**src/rtl/main_counter_pkg.sv**
```systemverilog
// rtl/main_counter_pkg.sv - shared types and default parameters for the counter game core
//
// Purpose : mode and result encodings plus default sizing for main_counter
//           and its event tallies.
// Contents: ctrl_e   - counting mode carried on the control input
//           who_e    - game result code carried on the who output
//           N_DEF, WIN_LIMIT_DEF, T_DEF - default widths and game length
package main_counter_pkg;

  localparam int N_DEF         = 4;
  localparam int WIN_LIMIT_DEF = 15;
  localparam int T_DEF         = 4;

  typedef enum logic [1:0] {
    UP1 = 2'b00,
    UP2 = 2'b01,
    DN1 = 2'b10,
    DN2 = 2'b11
  } ctrl_e;

  typedef enum logic [1:0] {
    NONE = 2'b00,
    LOSE = 2'b01,
    WIN  = 2'b10
  } who_e;

endpackage

```
**src/rtl/main_counter_event_tally.sv**
```systemverilog
// rtl/main_counter_event_tally.sv - T-bit event tally with clear and limit look-ahead
//
// Purpose : counts events of one kind (winner or loser) for the current game.
// Ports   : clk      in  1  rising-edge clock
//           rst      in  1  synchronous reset, active-high
//           clr      in  1  clear to zero (game ended); wins over inc
//           inc      in  1  count one event
//           cnt      out T  current tally
//           hit_next out 1  tally sits at LIMIT-1: the next event ends the game
module event_tally
  import main_counter_pkg::*;
#(
  parameter int T     = T_DEF,
  parameter int LIMIT = WIN_LIMIT_DEF
) (
  input  logic         clk,
  input  logic         rst,
  input  logic         clr,
  input  logic         inc,
  output logic [T-1:0] cnt,
  output logic         hit_next
);

  logic [T-1:0] cnt_q;
  logic [T-1:0] cnt_d;

  // Clearing takes priority: the event that ends the game must not leave a
  // residual count behind, which is also why the tally never needs to saturate.
  always_comb begin
    cnt_d = cnt_q;
    if (clr) begin
      cnt_d = '0;
    end else if (inc) begin
      cnt_d = cnt_q + T'(1);
    end
  end

  always_ff @(posedge clk) begin
    if (rst) begin
      cnt_q <= '0;
    end else begin
      cnt_q <= cnt_d;
    end
  end

  assign cnt      = cnt_q;
  assign hit_next = (cnt_q == T'(LIMIT - 1));

endmodule

```
**src/rtl/main_counter.sv**
```systemverilog
// rtl/main_counter.sv - multimode counter game core with win/lose tallies
//
// Purpose : N-bit counter stepping +1/+2/-1/-2 with wraparound and a
//           synchronous load. Reaching all-ones is a winner event, reaching
//           zero a loser event; the first kind to collect WIN_LIMIT events
//           ends the game with a gameover pulse and a held result code.
// Ports   : clk          in  1  rising-edge clock
//           rst          in  1  synchronous reset, active-high
//           init         in  1  load count from initial_val (no events)
//           initial_val  in  N  load value
//           control      in  2  00 up+1, 01 up+2, 10 down-1, 11 down-2
//           winner       out 1  pulse: count became 2^N-1
//           loser        out 1  pulse: count became 0
//           count        out N  current count
//           gameover     out 1  pulse: a tally reached WIN_LIMIT
//           who          out 2  00 none, 01 loser side won, 10 winner side won
module main_counter
  import main_counter_pkg::*;
#(
  parameter int N         = N_DEF,
  parameter int WIN_LIMIT = WIN_LIMIT_DEF,
  parameter int T         = T_DEF
) (
  input  logic         clk,
  input  logic         rst,
  input  logic         init,
  input  logic [N-1:0] initial_val,
  input  logic [1:0]   control,
  output logic         winner,
  output logic         loser,
  output logic [N-1:0] count,
  output logic         gameover,
  output logic [1:0]   who
);

  logic [N-1:0] count_q, count_d;
  logic         winner_q, winner_d;
  logic         loser_q, loser_d;
  logic         gameover_q, gameover_d;
  who_e         who_q, who_d;

  logic [N-1:0] nxt;
  ctrl_e        mode;
  logic         win_ev, lose_ev;
  logic         win_hit, lose_hit;
  logic         game_end;
  logic [T-1:0] win_cnt, lose_cnt;
  logic         unused_tally_cnt;

  assign mode = ctrl_e'(control);

  // N-bit arithmetic wraps modulo 2^N in both directions on its own.
  always_comb begin
    nxt = count_q;
    unique case (mode)
      UP1: nxt = count_q + N'(1);
      UP2: nxt = count_q + N'(2);
      DN1: nxt = count_q - N'(1);
      DN2: nxt = count_q - N'(2);
      default: nxt = count_q;
    endcase
  end

  // Events only exist on counting edges; rst and init suppress them.
  assign win_ev   = !rst && !init && (nxt == {N{1'b1}});
  assign lose_ev  = !rst && !init && (nxt == '0);
  assign game_end = (win_ev && win_hit) || (lose_ev && lose_hit);

  event_tally #(.T(T), .LIMIT(WIN_LIMIT)) u_win_tally (
    .clk      (clk),
    .rst      (rst),
    .clr      (game_end),
    .inc      (win_ev),
    .cnt      (win_cnt),
    .hit_next (win_hit)
  );

  event_tally #(.T(T), .LIMIT(WIN_LIMIT)) u_lose_tally (
    .clk      (clk),
    .rst      (rst),
    .clr      (game_end),
    .inc      (lose_ev),
    .cnt      (lose_cnt),
    .hit_next (lose_hit)
  );

  // Raw tally values are not needed at this level; the look-ahead flag suffices.
  assign unused_tally_cnt = ^{win_cnt, lose_cnt};

  always_comb begin
    count_d    = count_q;
    winner_d   = 1'b0;
    loser_d    = 1'b0;
    gameover_d = 1'b0;
    who_d      = who_q;
    if (init) begin
      count_d = initial_val;
    end else begin
      count_d    = nxt;
      winner_d   = win_ev;
      loser_d    = lose_ev;
      gameover_d = game_end;
      // who persists across later games until the next game end or rst.
      if (game_end) begin
        who_d = win_ev ? WIN : LOSE;
      end
    end
  end

  always_ff @(posedge clk) begin
    if (rst) begin
      count_q    <= '0;
      winner_q   <= 1'b0;
      loser_q    <= 1'b0;
      gameover_q <= 1'b0;
      who_q      <= NONE;
    end else begin
      count_q    <= count_d;
      winner_q   <= winner_d;
      loser_q    <= loser_d;
      gameover_q <= gameover_d;
      who_q      <= who_d;
    end
  end

  assign count    = count_q;
  assign winner   = winner_q;
  assign loser    = loser_q;
  assign gameover = gameover_q;
  assign who      = who_q;

endmodule

```
**config.mk**
```make
export PLATFORM = sky130hd
export DESIGN_NAME = main_counter
export DESIGN_NICKNAME = d
export VERILOG_FILES = /design/src/rtl/main_counter_pkg.sv /design/src/rtl/main_counter_event_tally.sv /design/src/rtl/main_counter.sv
export SDC_FILE = /design/constraint.sdc
export NUM_CORES = 1
export LEC_CHECK = 0
export ABC_AREA = 1
export CORE_ASPECT_RATIO = 0.9
export CORE_UTILIZATION = 51
export DETAILED_ROUTE_END_ITERATION = 10
export PLACE_DENSITY_LB_ADDON = 0.1
export SYNTH_ARGS = -nofsm -noshare
export SYNTH_HDL_FRONTEND = slang
export SYNTH_SLANG_ARGS = --single-unit
```
**constraint.sdc**
```tcl
create_clock -name clk -period 2.6 [get_ports clk]
set_input_delay 0.26 -clock clk [delete_from_list [all_inputs] [get_ports clk]]
set_output_delay 0.26 -clock clk [all_outputs]
set_load 0.01 [all_outputs]
```
### The metal 2 layer, run 1

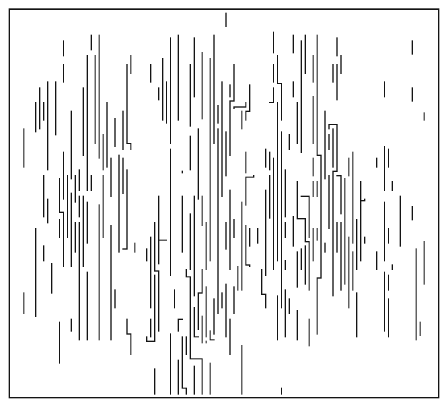
The layer holds 50% of the routed length. 149 nets have wire on it. The wires run mostly vertical. The longest straight run is 23.5 µm.

### Local utilization, run 1

Bar = 10 µm. The die is cut into 10 by 9 equal tiles; dark blue is low, red is high, 0 to 100% covered.
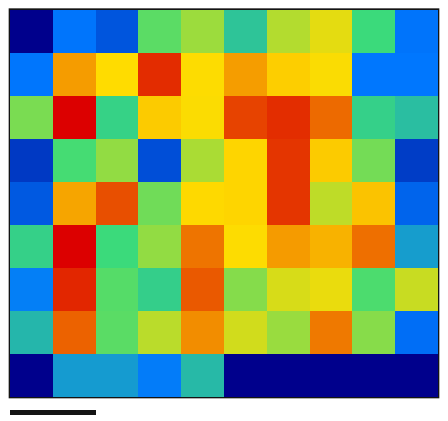
The emptiest ninth of the die: lower right. 7.8% of the tiles are nearly empty. The mean over all tiles is 56%. The fullest tile reaches 100%.

### Track usage over the die, run 1

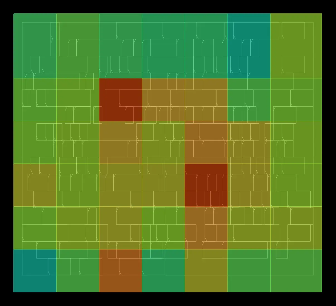
GR met1 Demand/Resource: 0.273
met2 demand-to-capacity share in global routing: 0.400

==> summary.txt, run 1 <==
The full implementation flow was run.

The flow ran to the end, and the final reports show no timing, DRC or antenna violations. The summed instance area of the synthesized netlist stands at around 1000 µm². Looking at the clock tree report, the root buffer type is sky130_fd_sc_hd__clkbuf_4.

Per the CTS log, the maximum H-tree level is 1. In this run the count of I/O pins placed on the die edge is 18. The HPWL after detailed placement stands at roughly 1800 µm. The minimum clock period stands at between 2000 and 2500 ps. Per the final report, max-transition violations number 0. The starting density of the core stands at 0.545.

The final timing report counts setup violations totalling 0. The worst-path maximum fanout stands at 8. The placed instances occupy a cell area of ~1300 µm². The worst-case hold slack stands at 526 ps. The total number of placement rows stands at 15. Power attributed to the clock group is about 150 µW. According to the report, the first pass of detailed routing completed in 4 iterations. The synthesized netlist has a Yosys-reported chip area of 1040 µm². After detailed routing, the average wire length per cell comes to ~12 µm.

Synthesis produced a netlist whose cell count is 148. The share of cell area taken by muxes after synthesis stands at 0. The placement summary gives the final routability congestion estimate as between 0.8 and 0.9. The final cell area excluding filler cells stands at around 1300 µm². The antenna diode count stands at 0. The pin count of the biggest net entering global routing stands at 11. Per the power-grid run, VDD falls by no more than just under 0.3 mV. The data arrival time of the critical path stands at about 2500 ps.

The die boundary height stands at around 45 µm. The cts-stage hold buffer count stands at 0. The synthesized design contains 17 register bits. Setup repair after global routing left no endpoint under its margin. Per the summary, power density relative to cell area is roughly 430 nW/µm².

Counting only logic cells after layout, the most numerous master is sky130_fd_sc_hd__nand2_1. The combinational power reported by the tool is between 100 and 150 µW. The worst setup skew after layout stands at between 3 and 4 ps. The number of buffers between clock root and the deepest sink stands at 2. The largest share of the power goes to registers. The cell internal power dissipation stands at about 380 µW. The pin closest to its max-slew limit shows a slew of 446 ps.

STA classifies the critical path startpoint as an input pin. The final report lists a non-filler cell total of 196. The final wirelength stands at 2260 µm.

The mean post-synth cell area stands at ~7.1 µm². The x dimension of the die stands at slightly below 50 µm. For this design the static power due to leakage is 0.618 nW. The net switching component of the power stands at between 150 and 200 µW. Switching power as a fraction of the total was reported as 0.310. Per the synthesis report, the simple-gate share of the synthesized area is 0.357. The detailed-route via count stands at a little under 1000. The count of buffers inserted at the top-level ports stands at 17.
[run 1: per-layer routing]
metal  vias up  track usage  wire (µm)  share of wire
met3         4       0.0438         59          0.026
met2        17        0.400       1130           0.50
met1       449        0.273       1030           0.46
met4         0       0.0914         32          0.014
li1        507            -          -              -
met5         -            0          0              0
[run 1: cell type report]
| type | instances | area (µm²) |
|---|---|---|
| clock buffer | 3 | 22.5 |
| clock inverter | 1 | 5.00 |
| fill | 184 | 631 |
| inverter | 28 | 108 |
| multi-input combinational | 102 | 584 |
| sequential | 17 | 340 |
| tap | 25 | 31.3 |
| timing repair buffer | 20 | 193 |
[run 1: registers in the layout, indices dropped and copies added (netlist names)]
register          flops
count                 4
u_lose_tally.cnt      4
u_win_tally.cnt       4
who                   2
gameover              1
loser                 1
winner                1
[run 1: stage by stage]
stage / util / setup WS, ps / power, mW
finish: 0.671 / 321 / 0.550
global route: 0.671 / 115 / 0.578
CTS: 0.671 / 327 / 0.553
detailed placement: 0.656 / 16.0 / 0.409
global placement: 0.656 / 80.6 / 0.406
floorplan: - / 603 / 0.360
[run 1: worst max-delay path: stages]
cell and delay (ps):
sky130_fd_sc_hd__clkdlybuf4s50_1 590, sky130_fd_sc_hd__nand2_1 120, sky130_fd_sc_hd__fa_1 390, sky130_fd_sc_hd__xor2_1 160, sky130_fd_sc_hd__o21ai_0 380, sky130_fd_sc_hd__nand2_2 190, sky130_fd_sc_hd__nand3_2 130, sky130_fd_sc_hd__nand3_2 160
sky130_fd_sc_hd__nor2_1 140
[run 1: logic make-up (layout without fill, tap and decap cells)]
group                    Yosys count  in the layout
AND-OR/OR-AND                     11             11
adder cells (fa/ha/maj)            6              6
XOR/XNOR                           8              8
AND/OR/NAND/NOR                   77             77
buffers and inverters             29             52
flip-flops                        17             17
[run 1: path summary, 6_finish.rpt]
path	from	endpoint	slack, ps	cells past startpoint
max	control[0]	u_win_tally.cnt[2]	320	9
min	initial_val[0]	count[0]	530	3
max reg2reg	count[1]	u_win_tally.cnt[2]	410	8
min reg2reg	who[0]	who[0]	530	2
[run 1: synth_stat cells]
cell	instances	area share
sky130_fd_sc_hd__inv_4	1	0.0060
sky130_fd_sc_hd__nand2_1	36	0.13
sky130_fd_sc_hd__a21oi_1	1	0.0048
sky130_fd_sc_hd__buf_6	1	0.011
sky130_fd_sc_hd__nand3_2	6	0.058
sky130_fd_sc_hd__a21oi_2	1	0.0084
sky130_fd_sc_hd__o21ai_1	2	0.0096
sky130_fd_sc_hd__inv_1	27	0.097
sky130_fd_sc_hd__nor2_1	14	0.050
sky130_fd_sc_hd__o21ai_0	7	0.034
sky130_fd_sc_hd__xnor2_1	3	0.025
sky130_fd_sc_hd__nor3_4	1	0.016
sky130_fd_sc_hd__nand4_1	1	0.0060
sky130_fd_sc_hd__ha_1	5	0.060
sky130_fd_sc_hd__fa_1	1	0.019
sky130_fd_sc_hd__dfxtp_1	17	0.33
sky130_fd_sc_hd__nand3_1	15	0.072
sky130_fd_sc_hd__nand2_2	2	0.012
sky130_fd_sc_hd__xor2_1	5	0.042
sky130_fd_sc_hd__nand3b_1	2	0.014
### M1 wires, run 1

Cells faint in the background.
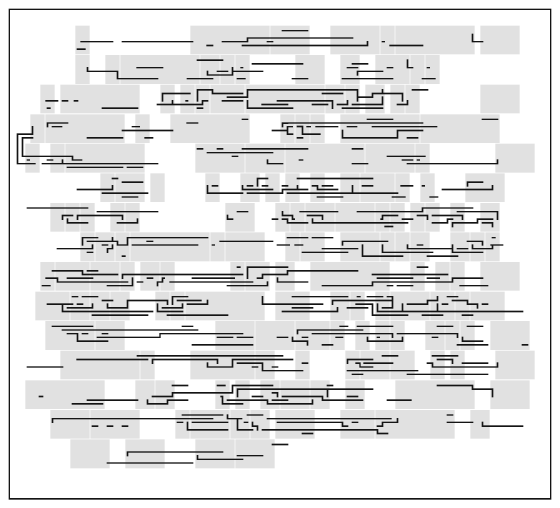

==> inputs of run 2 (changes only) <==
Settings changed: CTS_CLUSTER_DIAMETER set to 100, REMOVE_ABC_BUFFERS set to 1.
### M1 wires, run 2

Cells faint in the background.
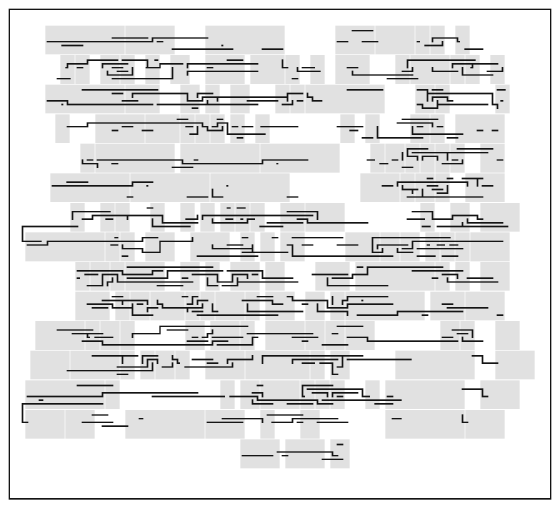
165 nets have wire on it. The layer carries 959 µm of wire.

### Track usage over the die, run 2

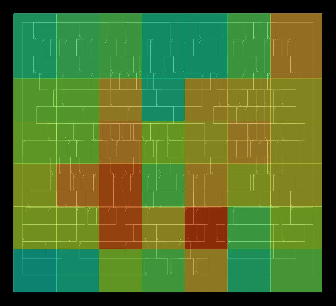
highest-utilization routing layer at the global route stage: met2
met2 demand-to-capacity share in global routing: 0.386
met3 track demand over resource: 0.0404
final core occ: 0.671

==> run 2 against run 1 <==
Effect of this change: setup slack worse by 31 ps; hold slack better by 7.0 ps; synthesized cell count unchanged; largest power group unchanged; count of clock-buffer cells in the layout unchanged; largest cell class unchanged; combinational power about the same; flip-flop count unchanged; final cell count unchanged.
==> summary.txt, run 2 <==
The full implementation flow was run.

The number of detailed-routing iterations run before antenna repair was 4 (unchanged). The async set-reset flop share out of synthesis came to 0 (unchanged). The total power was 546 µW (-0.68%). The peak supply drop stands at 0.309 mV (+6.6%).

The most frequently used library cell after synthesis is sky130_fd_sc_hd__nand2_1. The starting density of the core stands at 0.545 (unchanged). The count of boundary I/O pins stands at 18 (unchanged). Counting only logic cells after layout, the most numerous master is sky130_fd_sc_hd__nand2_1. The worst-margin pin slew came to 453 ps (+7.31 ps).

The worst-case hold slack stands at 533 ps (+6.96 ps). Setup repair after global routing left no endpoint under its margin. The pin count of the biggest net entering global routing stands at 11 (unchanged). The mean post-synth cell area stands at 7.05 µm² (unchanged). The flow ran to the end, and the final reports show no timing, DRC or antenna violations. The cts-stage hold buffer count came to 0 (unchanged). The leakage power of the design stands at 0.618 nW (unchanged). The summed instance area of the synthesized netlist came to 1040 µm² (unchanged). The worst setup skew after layout is 1.58 ps (-1.55 ps). The setup slack after layout is 290 ps (-31.2 ps). The count of mapped cells out of synthesis came to 148 (unchanged).

The detailed-route via count stands at 936 (-4.2%). The worst-path maximum fanout stands at 7 (-1). The data arrival time of the critical path stands at 2540 ps (+20 ps).

For reference, the top cells by area after synthesis are sky130_fd_sc_hd__dfxtp_1 (33%), sky130_fd_sc_hd__nand2_1 (13%), sky130_fd_sc_hd__inv_1 (9.7%). The synthesized flop and latch total is 17 (unchanged). The count of buffers inserted at the top-level ports stands at 17 (unchanged). The die boundary height came to 44.9 µm (unchanged).

Looking at the cell usage after synthesis, the top flip-flop cell is sky130_fd_sc_hd__dfxtp_1. The final wirelength came to 2110 µm (-6.6%). The total power density per cell area is 425 nW/µm² (-0.68%). The total number of placement rows stands at 15 (unchanged).

Of all cell types, the one taking the most synthesized area is sky130_fd_sc_hd__dfxtp_1. The x dimension of the die stands at 49.7 µm (unchanged).
### Cells by drive strength, run 2

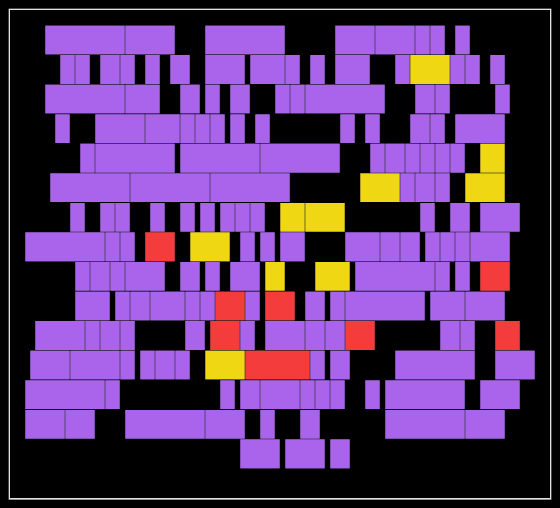
x2: drawn in yellow, cells 10, share 5.8%, most used nand3_2. x1 and smaller: drawn in purple, cells 153, share 89%, most used nand2_1. x3 and x4: drawn in red, cells 8, share 4.7%.

## run 2: cell families after synthesis
kind of cell,count (synthesis),share of synthesized area
buffers and inverters,29,0.114
XOR/XNOR,8,0.0671
adder cells (fa/ha/maj),6,0.0791
AND-OR/OR-AND,11,0.0563
AND/OR/NAND/NOR,77,0.357
flip-flops,17,0.326
## run 2: per-stage QoR
stage	cell area (µm²)	instances
6_report	1280	196
4_1_cts	1280	196
2_1_floorplan	1030	147
5_1_grt	1280	196
3_5_place_dp	1260	192
3_3_place_gp	1260	192
## run 2: worst paths after layout
| kind | start | endpoint | slack [ps] | depth (start not counted) |
|---|---|---|---|---|
| max | control[1] | u_win_tally.cnt[1] | 290 | 11 |
| min | initial_val[0] | count[0] | 530 | 3 |
| max reg2reg | count[1] | u_win_tally.cnt[1] | 380 | 10 |
| min reg2reg | who[0] | who[0] | 550 | 2 |
## run 2: area by class of cell
class                           count  area (µm²)
Multi-Input combinational cell    102         584
Tap cell                           25        31.3
Fill cell                         184         631
Timing Repair Buffer               20         193
Clock buffer                        3        22.5
Clock inverter                      1        5.00
Sequential cell                    17         340
Inverter                           28         108
## run 2: where the power goes
group          internal, mW  switching, mW  leakage, nW
registers             0.268        0.00872        0.138
clock network        0.0572         0.0859       0.0177
logic                0.0537         0.0726        0.462
## run 2: routing by layer
metal,part of all wire,track usage,vias up
met5,0,0,-
met1,0.46,0.255,410
li1,-,-,504
met3,0.044,0.0404,2
met2,0.49,0.386,20
met4,0.010,0.0800,0
## run 2: worst max-delay path: stages
cell                              delay, ps
sky130_fd_sc_hd__clkdlybuf4s50_1        580
sky130_fd_sc_hd__nand2_1                120
sky130_fd_sc_hd__fa_1                   380
sky130_fd_sc_hd__xor2_1                 150
sky130_fd_sc_hd__o21ai_0                380
sky130_fd_sc_hd__nand2_2                210
sky130_fd_sc_hd__nand2_1                210
sky130_fd_sc_hd__nand2_1                 70
sky130_fd_sc_hd__nand2_1                 70
sky130_fd_sc_hd__inv_1                   40
sky130_fd_sc_hd__nor2_1                  70
### Local utilization, run 2

Bar = 10 µm. The die is cut into 10 by 9 equal tiles; dark blue is low, red is high, 0 to 100% covered.
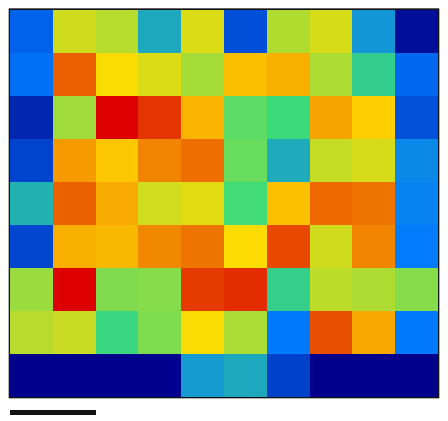

==> inputs of run 3 (changes only) <==
Settings changed: CORE_MARGIN set to 2, SLEW_MARGIN set to 20.
### Local utilization, run 3

Bar = 20 µm. The die is cut into 10 by 9 equal tiles; dark blue is low, red is high, 0 to 100% covered.
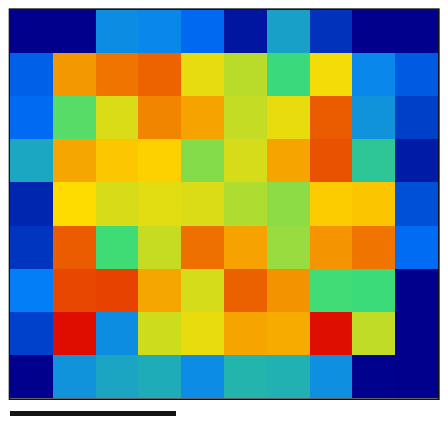
starting utilization of the core area: 0.540
final core occ: 0.664
core area: 1930 µm²

### M1 wires, run 3

Cells faint in the background.
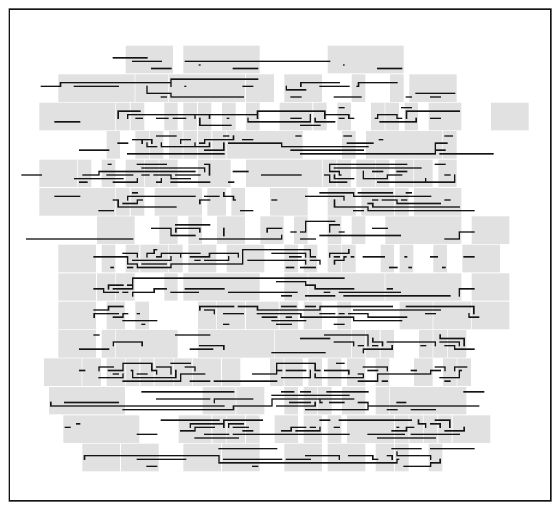
The layer holds 50% of the routed length. The layer carries 1070 µm of wire. The longest straight run is 20.2 µm. The wires run mostly horizontal.

### Track usage over the die, run 3

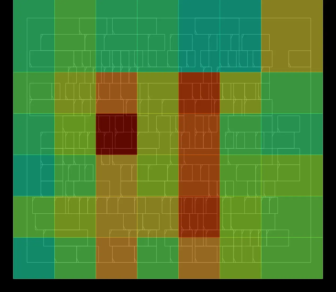
GR met1 Demand/Resource: 0.275
global router's overall resource usage: 0.212
met2 demand-to-capacity share in global routing: 0.367
met3 track demand over resource: 0.0287

==> run 3 against run 2 <==
Effect of this change: non-clock buffer count did not move; synthesized cell count did not move; via count rose by 1.2%; hold slack got worse by 3.8 ps; critical path depth rose by 2; combinational power barely moved; largest cell class unchanged; highest routed layer unchanged.
==> summary.txt, run 3 <==
The full implementation flow was run.

The final wirelength stands at 2130 µm (+1.2%). The setup slack after layout stands at 321 ps (+31.3 ps). The mean post-synth cell area stands at 7.05 µm² (unchanged).

Timing would allow up to between 400 and 500 MHz. The async set-reset flop share out of synthesis is 0 (unchanged). Global routing finished with a remaining overflow of 0. The main area contributors are sky130_fd_sc_hd__dfxtp_1 (33%), sky130_fd_sc_hd__nand2_1 (13%), sky130_fd_sc_hd__inv_1 (9.7%).

The library cell used most frequently in the layout, excluding fill and tap cells, is sky130_fd_sc_hd__nand2_1. The depth of the most critical reg-to-reg path stands at 8 (-2). The instance area at placement stands at 1260 µm² (unchanged). The flow ran to the end, and the final reports show no timing, DRC or antenna violations.

Setup repair after global routing left no endpoint under its margin. The summed instance area of the synthesized netlist stands at 1040 µm² (unchanged). The worst-path maximum fanout is 8 (+1). The synthesized flop and latch total is 17 (unchanged). The startpoint identified for the worst register-to-register timing path is count[1]. The leakage power of the design was 0.618 nW (unchanged). The cts-stage hold buffer count stands at 0 (unchanged). The detailed-route via count came to 947 (+1.2%).

The number of fill cells in the layout stands at 181 (-1.6%). STA lists the endpoint of the worst register-to-register path as u_lose_tally.cnt[1]. The die boundary height is 46.9 µm (+4.5%). The DRC violation count after routing stands at 0. The capture point of the critical path was reported as u_lose_tally.cnt[1]. The worst setup skew after layout stands at 0.615 ps (-0.960 ps). The total number of placement rows came to 15 (unchanged). Per the CTS log, the root buffer master is sky130_fd_sc_hd__clkbuf_4.

The total power density per cell area came to 425 nW/µm² (-0.11%). The final cell area excluding filler cells came to 1280 µm² (unchanged). The synthesized design spends more area on one cell type than any other, namely sky130_fd_sc_hd__dfxtp_1.

OpenSTA lists the critical path startpoint as control[0]. The worst-margin pin slew stands at 443 ps (-10.7 ps). The count of boundary I/O pins stands at 18 (unchanged). The data arrival time of the critical path was 2460 ps (-80 ps). The count of buffers inserted at the top-level ports stands at 17 (unchanged). Counting every sink on the clock net gives 17. The number of detailed-routing iterations run before antenna repair is 4 (unchanged). The peak supply drop was 0.293 mV (-5.3%). The HPWL after detailed placement stands at roughly 1700 µm.

The reg2reg setup slack stands at 380 ps (about the same). The area share of the leading cell type in the synthesized netlist stands at 0.326. Between the synthesized netlist and the finished layout, the area growth was recorded as 23.0%. The pin count of the biggest net entering global routing stands at 11 (unchanged).

The x dimension of the die stands at 51.7 µm (+4.0%). Per the synth stats, the flop cell with the highest instance count is sky130_fd_sc_hd__dfxtp_1. The count of mapped cells out of synthesis is 148 (unchanged).
==> run 3: worst min path at each step <==
stage                   start        to  slack (ps)  cells after the start
2_1_floorplan             rst    who[0]         330                      1
3_3_place_gp           who[0]    who[0]         500                      2
3_5_place_dp           who[0]    who[0]         530                      2
4_1_cts        initial_val[3]  count[3]         520                      3
5_1_grt        initial_val[3]  count[3]         550                      3
6_report       initial_val[3]  count[3]         530                      3
==> run 3: where the power goes <==
| group | internal, mW | switching [mW] |
|---|---|---|
| logic | 0.0542 | 0.0723 |
| clock network | 0.0571 | 0.0843 |
| registers | 0.268 | 0.00954 |
==> run 3: critical path, cell delays in order <==
cell	delay [ps]
sky130_fd_sc_hd__clkdlybuf4s50_1	550
sky130_fd_sc_hd__inv_4	80
sky130_fd_sc_hd__nand2_2	100
sky130_fd_sc_hd__nand2_1	80
sky130_fd_sc_hd__nand2_1	80
sky130_fd_sc_hd__inv_1	50
sky130_fd_sc_hd__ha_1	270
sky130_fd_sc_hd__o21ai_1	170
sky130_fd_sc_hd__nand3_1	120
sky130_fd_sc_hd__a21oi_2	180
sky130_fd_sc_hd__nand4_1	230
sky130_fd_sc_hd__nand3_2	230
sky130_fd_sc_hd__nor2_1	70
==> run 3: area by class of cell <==
type,instances,area (µm²),area share
Multi-Input combinational cell,102,584,0.455
Sequential cell,17,340,0.265
Timing Repair Buffer,20,193,0.150
Inverter,28,108,0.0838
Tap cell,25,31.3,0.0244
Clock buffer,3,22.5,0.0175
Clock inverter,1,5.00,0.00390
==> run 3: per-layer routing <==
layer	vias up	track usage	share of wire	wire, µm
met5	-	0	0	0
met4	0	0.0789	0.0056	12
met3	2	0.0287	0.035	74
met2	15	0.367	0.46	977
met1	426	0.275	0.50	1070
li1	504	-	-	-
==> run 3: metrics by stage <==
| stage | instances | total power, mW |
|---|---|---|
| after floorplan | 147 | 0.357 |
| after global placement | 192 | 0.406 |
| after detailed placement | 192 | 0.409 |
| after CTS | 196 | 0.549 |
| after global routing | 196 | 0.577 |
| final | 196 | 0.545 |
==> run 3: cells by family after synthesis <==
group,synth area share
adders and majority gates,0.0791
xor gates and xnor gates,0.0671
AOI/OAI and AO/OA,0.0563
and+or+nand+nor,0.357
DFF,0.326
buffers and inverters,0.114
No activity file was given, so power comes from the tool's default toggle rates.
